<file path="config.mk">
export PLATFORM = sky130hd
export DESIGN_NAME = pipe_stage_buf
export DESIGN_NICKNAME = d
export VERILOG_FILES = /design/src/rtl/pipe_stage_buf_pkg.sv /design/src/rtl/pipe_skid_entry.sv /design/src/rtl/pipe_stage_buf.sv
export SDC_FILE = /design/constraint.sdc
export NUM_CORES = 1
export LEC_CHECK = 0
export ABC_AREA = 1
export CORE_ASPECT_RATIO = 1.5
export CORE_MARGIN = 8
export CORE_UTILIZATION = 40
export CTS_CLUSTER_SIZE = 28
export DETAILED_ROUTE_END_ITERATION = 7
export PLACE_DENSITY = 0.72
export SLEW_MARGIN = 20
export SYNTH_ARGS = -nofsm -noshare
export SYNTH_HDL_FRONTEND = slang
export SYNTH_SLANG_ARGS = --single-unit
</file>
<file path="constraint.sdc">
create_clock -name clock -period 4 [get_ports clock]
set_input_delay 0.8 -clock clock [delete_from_list [all_inputs] [get_ports clock]]
set_output_delay 0.8 -clock clock [all_outputs]
set_load 0.01 [all_outputs]
</file>
<file path="src/rtl/pipe_stage_buf_pkg.sv">
// Shared definitions for the pipeline boundary registers.
//  - payload widths for each boundary (IF/ID, ID/EX, EX/MEM, MEM/WB)
//  - canonical NOP instruction (addi x0, x0, 0)
//  - packing helpers that build a bubble payload for each boundary
//  - occupancy type and a small helper that counts valid entries
package pipe_stage_buf_pkg;

   localparam logic [31:0] NOP_INSTR = 32'h0000_0013;

   localparam int unsigned IF_ID_W  = 64;   // pc + instr
   localparam int unsigned ID_EX_W  = 128;  // pc + instr + rs1 value + rs2 value
   localparam int unsigned EX_MEM_W = 96;   // instr + alu result + store data
   localparam int unsigned MEM_WB_W = 64;   // instr + write-back data

   typedef logic [1:0] occ_t;

   typedef struct packed {
      logic [31:0] pc;
      logic [31:0] instr;
   } if_id_t;

   typedef struct packed {
      logic [31:0] pc;
      logic [31:0] instr;
      logic [31:0] rs1_val;
      logic [31:0] rs2_val;
   } id_ex_t;

   typedef struct packed {
      logic [31:0] instr;
      logic [31:0] alu_res;
      logic [31:0] st_data;
   } ex_mem_t;

   typedef struct packed {
      logic [31:0] instr;
      logic [31:0] wb_data;
   } mem_wb_t;

   function automatic logic [IF_ID_W-1:0] if_id_nop();
      if_id_t p;
      p.pc    = '0;
      p.instr = NOP_INSTR;
      return p;
   endfunction

   function automatic logic [ID_EX_W-1:0] id_ex_nop();
      id_ex_t p;
      p.pc      = '0;
      p.instr   = NOP_INSTR;
      p.rs1_val = '0;
      p.rs2_val = '0;
      return p;
   endfunction

   function automatic logic [EX_MEM_W-1:0] ex_mem_nop();
      ex_mem_t p;
      p.instr   = NOP_INSTR;
      p.alu_res = '0;
      p.st_data = '0;
      return p;
   endfunction

   function automatic logic [MEM_WB_W-1:0] mem_wb_nop();
      mem_wb_t p;
      p.instr   = NOP_INSTR;
      p.wb_data = '0;
      return p;
   endfunction

   function automatic occ_t count_valid(input logic a, input logic b);
      return occ_t'({1'b0, a}) + occ_t'({1'b0, b});
   endfunction

endpackage

</file>
<file path="src/rtl/pipe_skid_entry.sv">
// One storage slot of a pipeline stage: a valid bit plus payload.
//  clock, reset (async, active low)
//  load      : capture load_data and mark valid (wins over clear)
//  clear     : drop the entry and refill the payload with NOP_VAL
//  load_data : payload to capture
//  valid     : entry holds a beat
//  data      : stored payload (NOP_VAL whenever the entry is empty)
module pipe_skid_entry
   import pipe_stage_buf_pkg::*;
#(
   parameter int unsigned        DATA_W  = 128,
   parameter logic [DATA_W-1:0]  NOP_VAL = '0
) (
   input  logic              clock,
   input  logic              reset,
   input  logic              load,
   input  logic              clear,
   input  logic [DATA_W-1:0] load_data,
   output logic              valid,
   output logic [DATA_W-1:0] data
);

   logic              valid_q, valid_d;
   logic [DATA_W-1:0] data_q, data_d;

   always_comb begin
      valid_d = valid_q;
      data_d  = data_q;
      if (load) begin
         valid_d = 1'b1;
         data_d  = load_data;
      end else if (clear) begin
         valid_d = 1'b0;
         data_d  = NOP_VAL;   // empty slots always read as a bubble
      end
   end

   always_ff @(posedge clock or negedge reset) begin
      if (!reset) begin
         valid_q <= 1'b0;
         data_q  <= NOP_VAL;
      end else begin
         valid_q <= valid_d;
         data_q  <= data_d;
      end
   end

   assign valid = valid_q;
   assign data  = data_q;

endmodule

</file>
<file path="src/rtl/pipe_stage_buf.sv">
// Generic valid/ready pipeline stage register.
//  SKID=0: single register, up_ready is combinational from dn_ready.
//  SKID=1: main (head) + skid entry, up_ready registered from skid emptiness.
// Ports:
//  clock, reset (async, active low)
//  up_valid/up_ready/up_data : upstream handshake and payload
//  dn_valid/dn_ready/dn_data : downstream handshake and head payload
//  flush, stall, nop         : controls, priority flush > stall > nop
//  occupancy                 : number of valid entries
//  bp_cnt                    : saturating count of backpressured cycles
module pipe_stage_buf
   import pipe_stage_buf_pkg::*;
#(
   parameter int unsigned        DATA_W  = 128,
   parameter int unsigned        SKID    = 1,
   parameter logic [DATA_W-1:0]  NOP_VAL = '0,
   parameter int unsigned        CNT_W   = 32
) (
   input  logic              clock,
   input  logic              reset,
   input  logic              up_valid,
   output logic              up_ready,
   input  logic [DATA_W-1:0] up_data,
   output logic              dn_valid,
   input  logic              dn_ready,
   output logic [DATA_W-1:0] dn_data,
   input  logic              flush,
   input  logic              stall,
   input  logic              nop,
   output logic [1:0]        occupancy,
   output logic [CNT_W-1:0]  bp_cnt
);

   logic              stall_eff, nop_eff;
   logic              in_xfer, out_xfer, store;
   logic              up_ready_base;
   logic              main_load, main_clear;
   logic [DATA_W-1:0] main_load_data;
   logic              main_valid;
   logic [DATA_W-1:0] main_data;
   logic              skid_valid;
   logic [CNT_W-1:0]  bp_cnt_q, bp_cnt_d;

   // flush overrides stall; nop only applies when neither is active
   assign stall_eff = stall & ~flush;
   assign nop_eff   = nop & ~flush & ~stall;

   assign up_ready = up_ready_base & ~stall_eff;
   assign dn_valid = main_valid & ~stall_eff;
   assign dn_data  = dn_valid ? main_data : NOP_VAL;

   assign in_xfer  = up_valid & up_ready;
   assign out_xfer = dn_valid & dn_ready;
   // a consumed beat is only kept when neither flushed nor killed
   assign store    = in_xfer & ~flush & ~nop_eff;

   pipe_skid_entry #(
      .DATA_W  (DATA_W),
      .NOP_VAL (NOP_VAL)
   ) u_main (
      .clock     (clock),
      .reset     (reset),
      .load      (main_load),
      .clear     (main_clear),
      .load_data (main_load_data),
      .valid     (main_valid),
      .data      (main_data)
   );

   generate
      if (SKID != 0) begin : g_skid
         logic              skid_load, skid_clear, skid_valid_nx;
         logic [DATA_W-1:0] skid_data;
         logic              up_rdy_q, up_rdy_d;

         pipe_skid_entry #(
            .DATA_W  (DATA_W),
            .NOP_VAL (NOP_VAL)
         ) u_skid (
            .clock     (clock),
            .reset     (reset),
            .load      (skid_load),
            .clear     (skid_clear),
            .load_data (up_data),
            .valid     (skid_valid),
            .data      (skid_data)
         );

         always_comb begin
            main_load      = 1'b0;
            main_clear     = 1'b0;
            skid_load      = 1'b0;
            skid_clear     = 1'b0;
            main_load_data = up_data;
            if (flush) begin
               main_clear = 1'b1;
               skid_clear = 1'b1;
            end else if (out_xfer) begin
               if (skid_valid) begin
                  // up_ready is low while skid is full, so no beat arrives now
                  main_load      = 1'b1;
                  main_load_data = skid_data;
                  skid_clear     = 1'b1;
               end else if (store) begin
                  main_load = 1'b1;
               end else begin
                  main_clear = 1'b1;
               end
            end else if (store) begin
               if (!main_valid) begin
                  main_load = 1'b1;
               end else begin
                  skid_load = 1'b1;
               end
            end
            skid_valid_nx = skid_load | (skid_valid & ~skid_clear);
            up_rdy_d      = ~skid_valid_nx;
         end

         // resets low so up_ready rises only on the first edge after release
         always_ff @(posedge clock or negedge reset) begin
            if (!reset) begin
               up_rdy_q <= 1'b0;
            end else begin
               up_rdy_q <= up_rdy_d;
            end
         end

         assign up_ready_base = up_rdy_q;
      end else begin : g_single
         logic alive_q, alive_d;

         assign alive_d = 1'b1;

         always_ff @(posedge clock or negedge reset) begin
            if (!reset) begin
               alive_q <= 1'b0;
            end else begin
               alive_q <= alive_d;
            end
         end

         always_comb begin
            main_load      = 1'b0;
            main_clear     = 1'b0;
            main_load_data = up_data;
            if (flush) begin
               main_clear = 1'b1;
            end else if (store) begin
               main_load = 1'b1;
            end else if (out_xfer) begin
               main_clear = 1'b1;
            end
         end

         assign skid_valid    = 1'b0;
         assign up_ready_base = alive_q & (~main_valid | dn_ready);
      end
   endgenerate

   assign occupancy = count_valid(main_valid, skid_valid);

   // dn_valid is already low under stall, so stalled cycles never count
   always_comb begin
      bp_cnt_d = bp_cnt_q;
      if (dn_valid && !dn_ready && (bp_cnt_q != {CNT_W{1'b1}})) begin
         bp_cnt_d = bp_cnt_q + CNT_W'(1);
      end
   end

   always_ff @(posedge clock or negedge reset) begin
      if (!reset) begin
         bp_cnt_q <= '0;
      end else begin
         bp_cnt_q <= bp_cnt_d;
      end
   end

   assign bp_cnt = bp_cnt_q;

endmodule

</file>
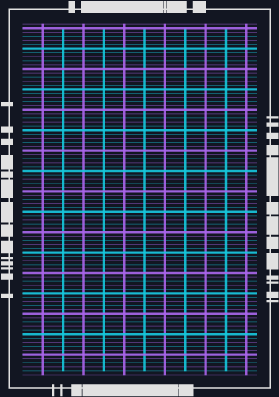
Fig. 1. PDN straps and rails.
Drawn at 1.5 px/um. Pins as bars on the die edge.
legend:
  cyan:
    net: VDD
  purple:
    net: VSS
met5 straps: 17
signal pins: 299
met1 rails: 87
die height: 251 um
placeable core area: 36600 um^2
Chip Width: 173 um
peak supply drop: 0.286 mV

==> results.json <==
{
  "status": "finished, final reports clean",
  "regArea_um2": 7280,
  "p_comb_frac": 0.132,
  "timing.fmax_mhz": 284,
  "topCombFamilyByArea": "simple AND/OR/NAND/NOR gates",
  "buffer_area_frac": 0.172,
  "firstDrtPassIters": 6,
  "boundaryPins": 299,
  "crit_required_ns": 3.20,
  "setup_slack_ns": 0.483,
  "clk_pin_slew_ns": 0.06,
  "async_flop_share": 1.00,
  "p_leak_nw": 8.88,
  "portBuffers": 298,
  "largest_area_cell": "dfrtp_1",
  "ys_chip_area_um2": 14800,
  "synth-edff-count": 0,
  "p_total_w": 0.00694,
  "netlist_area_um2": 14800,
  "vias": 13600,
  "wire_per_inst_um": 15.8,
  "sh_seq_area": 0.380,
  "final_layout_size_suffix_gt1_frac": 0.0371,
  "top_power_group": "registers",
  "drt_iter0_markers": 952,
  "seqPwrFrac": 0.461,
  "inv_count": 422,
  "worstHoldPathType": "in -> async",
  "taps": 484,
  "flop-count": 291,
  "ff_type": "dfrtp_1",
  "finalSetupViolations": 0,
  "sh_comb_area": 0.280,
  "post_cts_buffers": 0,
  "area.combinational_um2": 5360,
  "post_drt_via_cell_ratio": 4.89,
  "syn_to_final_growth_pct": 29.4,
  "adder_share": 0.00169,
  "netlist.area_leader.share": 0.492,
  "muxShareOfSynthArea": 0,
  "crit_top_cell": "clkdlybuf4s50_1",
  "startpoint": "flush",
  "antenna_found_initial": 9,
  "postCtsHoldBufs": 0,
  "worst-slew-pin-transition_ns": 0.792,
  "fin_setup_tns_ns": 0,
  "rsz0062_at_grt": "no",
  "crit_path_max_fanout": 94,
  "fin_nets": 2403,
  "syn_avg_cell_area_um2": 7.27,
  "ys_sh_simple": 0.249,
  "drc": 0,
  "slowest_stage": "clkdlybuf4s50_1",
  "crit_end": "dn_data[42]",
  "top_cell": "nand2_1",
  "warnings": 30,
  "p_clk_w": 0.00282,
  "dpl_cell_area_um2": 18100,
  "worstSetupEndpointType": "primary output",
  "grt_pass1_vias": 13900,
  "path_cells": "clkdlybuf4s50_1 -> inv_2 -> nand2_2 -> nand2_4 -> buf_12 -> nor2_1 -> clkdlybuf4s50_1",
  "grt_usage": 0.197,
  "cts.repair.resized": 0,
  "cts_buffers": 29,
  "logic_gates": 1204
}
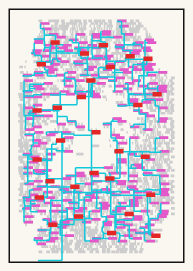
Fig. 2. Clock wires, drivers and flops.
Drawn at 1 px/um.
legend:
  cyan:
    item: clock wires
    length: 3990 um
  red:
    item: cells driving clock nets
    count: 29
  magenta:
    item: flip-flops
    count: 291
routed clock nets: 30
flops lie: widely spread
clock latency at the later pin of the worst-skew pair: 0.57 ns
Clk network pwr share: 0.407
clk_skew: 0.0343 ns

how the worst min path moves through the flow:
stage	endpoint
6_report	u_main.data[117]$_DFFE_PN0P_
4_1_cts	u_main.data[117]$_DFFE_PN0P_
5_1_grt	u_main.data[124]$_DFFE_PN0P_
2_1_floorplan	u_main.data[0]$_DFFE_PN0P_
3_3_place_gp	u_main.data[34]$_DFFE_PN0P_
3_5_place_dp	u_main.data[105]$_DFFE_PN0P_
state kept, by name, indices dropped and copies added (netlist names):
signal	flops
u_main.data	128
bp_cnt	32
g_skid.u_skid.data	128
u_main.valid	1
g_skid.u_skid.valid	1
g_skid.up_rdy_q	1
critical path: cells and delay by family:
kind | cells | cell delay, ns
simple gates | 3 | 0.38
buf+inv | 4 | 1.44
metrics by stage:
step / hold slack [ns] / std cells / utilization
2_1_floorplan: 0.469 / 2034 / -
3_3_place_gp: 0.481 / 2719 / 0.496
3_5_place_dp: 0.486 / 2719 / 0.496
4_1_cts: 0.293 / 2773 / 0.523
5_1_grt: 0.328 / 2782 / 0.523
6_report: 0.274 / 2782 / 0.523
cells in the final DEF (no fill, tap or decap), types with 2 or more instances in the layout:
cell	n
diode_2	9
clkbuf_1	4
o22ai_1	128
clkinv_2	5
nand2_4	4
buf_12	13
xnor2_1	5
nor2_2	2
clkinvlp_4	4
nand3_1	148
nand4_1	2
clkdlybuf4s50_1	297
inv_1	420
ha_1	2
o21ai_0	136
nand2_2	2
clkbuf_8	8
buf_4	7
nand2_1	581
inv_2	2
clkbuf_16	29
xor2_1	7
dfrtp_1	291
nor2_1	182
nor2_4	2
bufinv_16	2
routing by layer:
metal,vias up,track usage,wire length [um]
met1,6452,0.222,17200
met5,-,0,0
met3,102,0.0278,2010
li1,6647,-,-
met4,0,0.103,1930
met2,397,0.356,22700
No activity file was given, so power comes from the tool's default toggle rates.
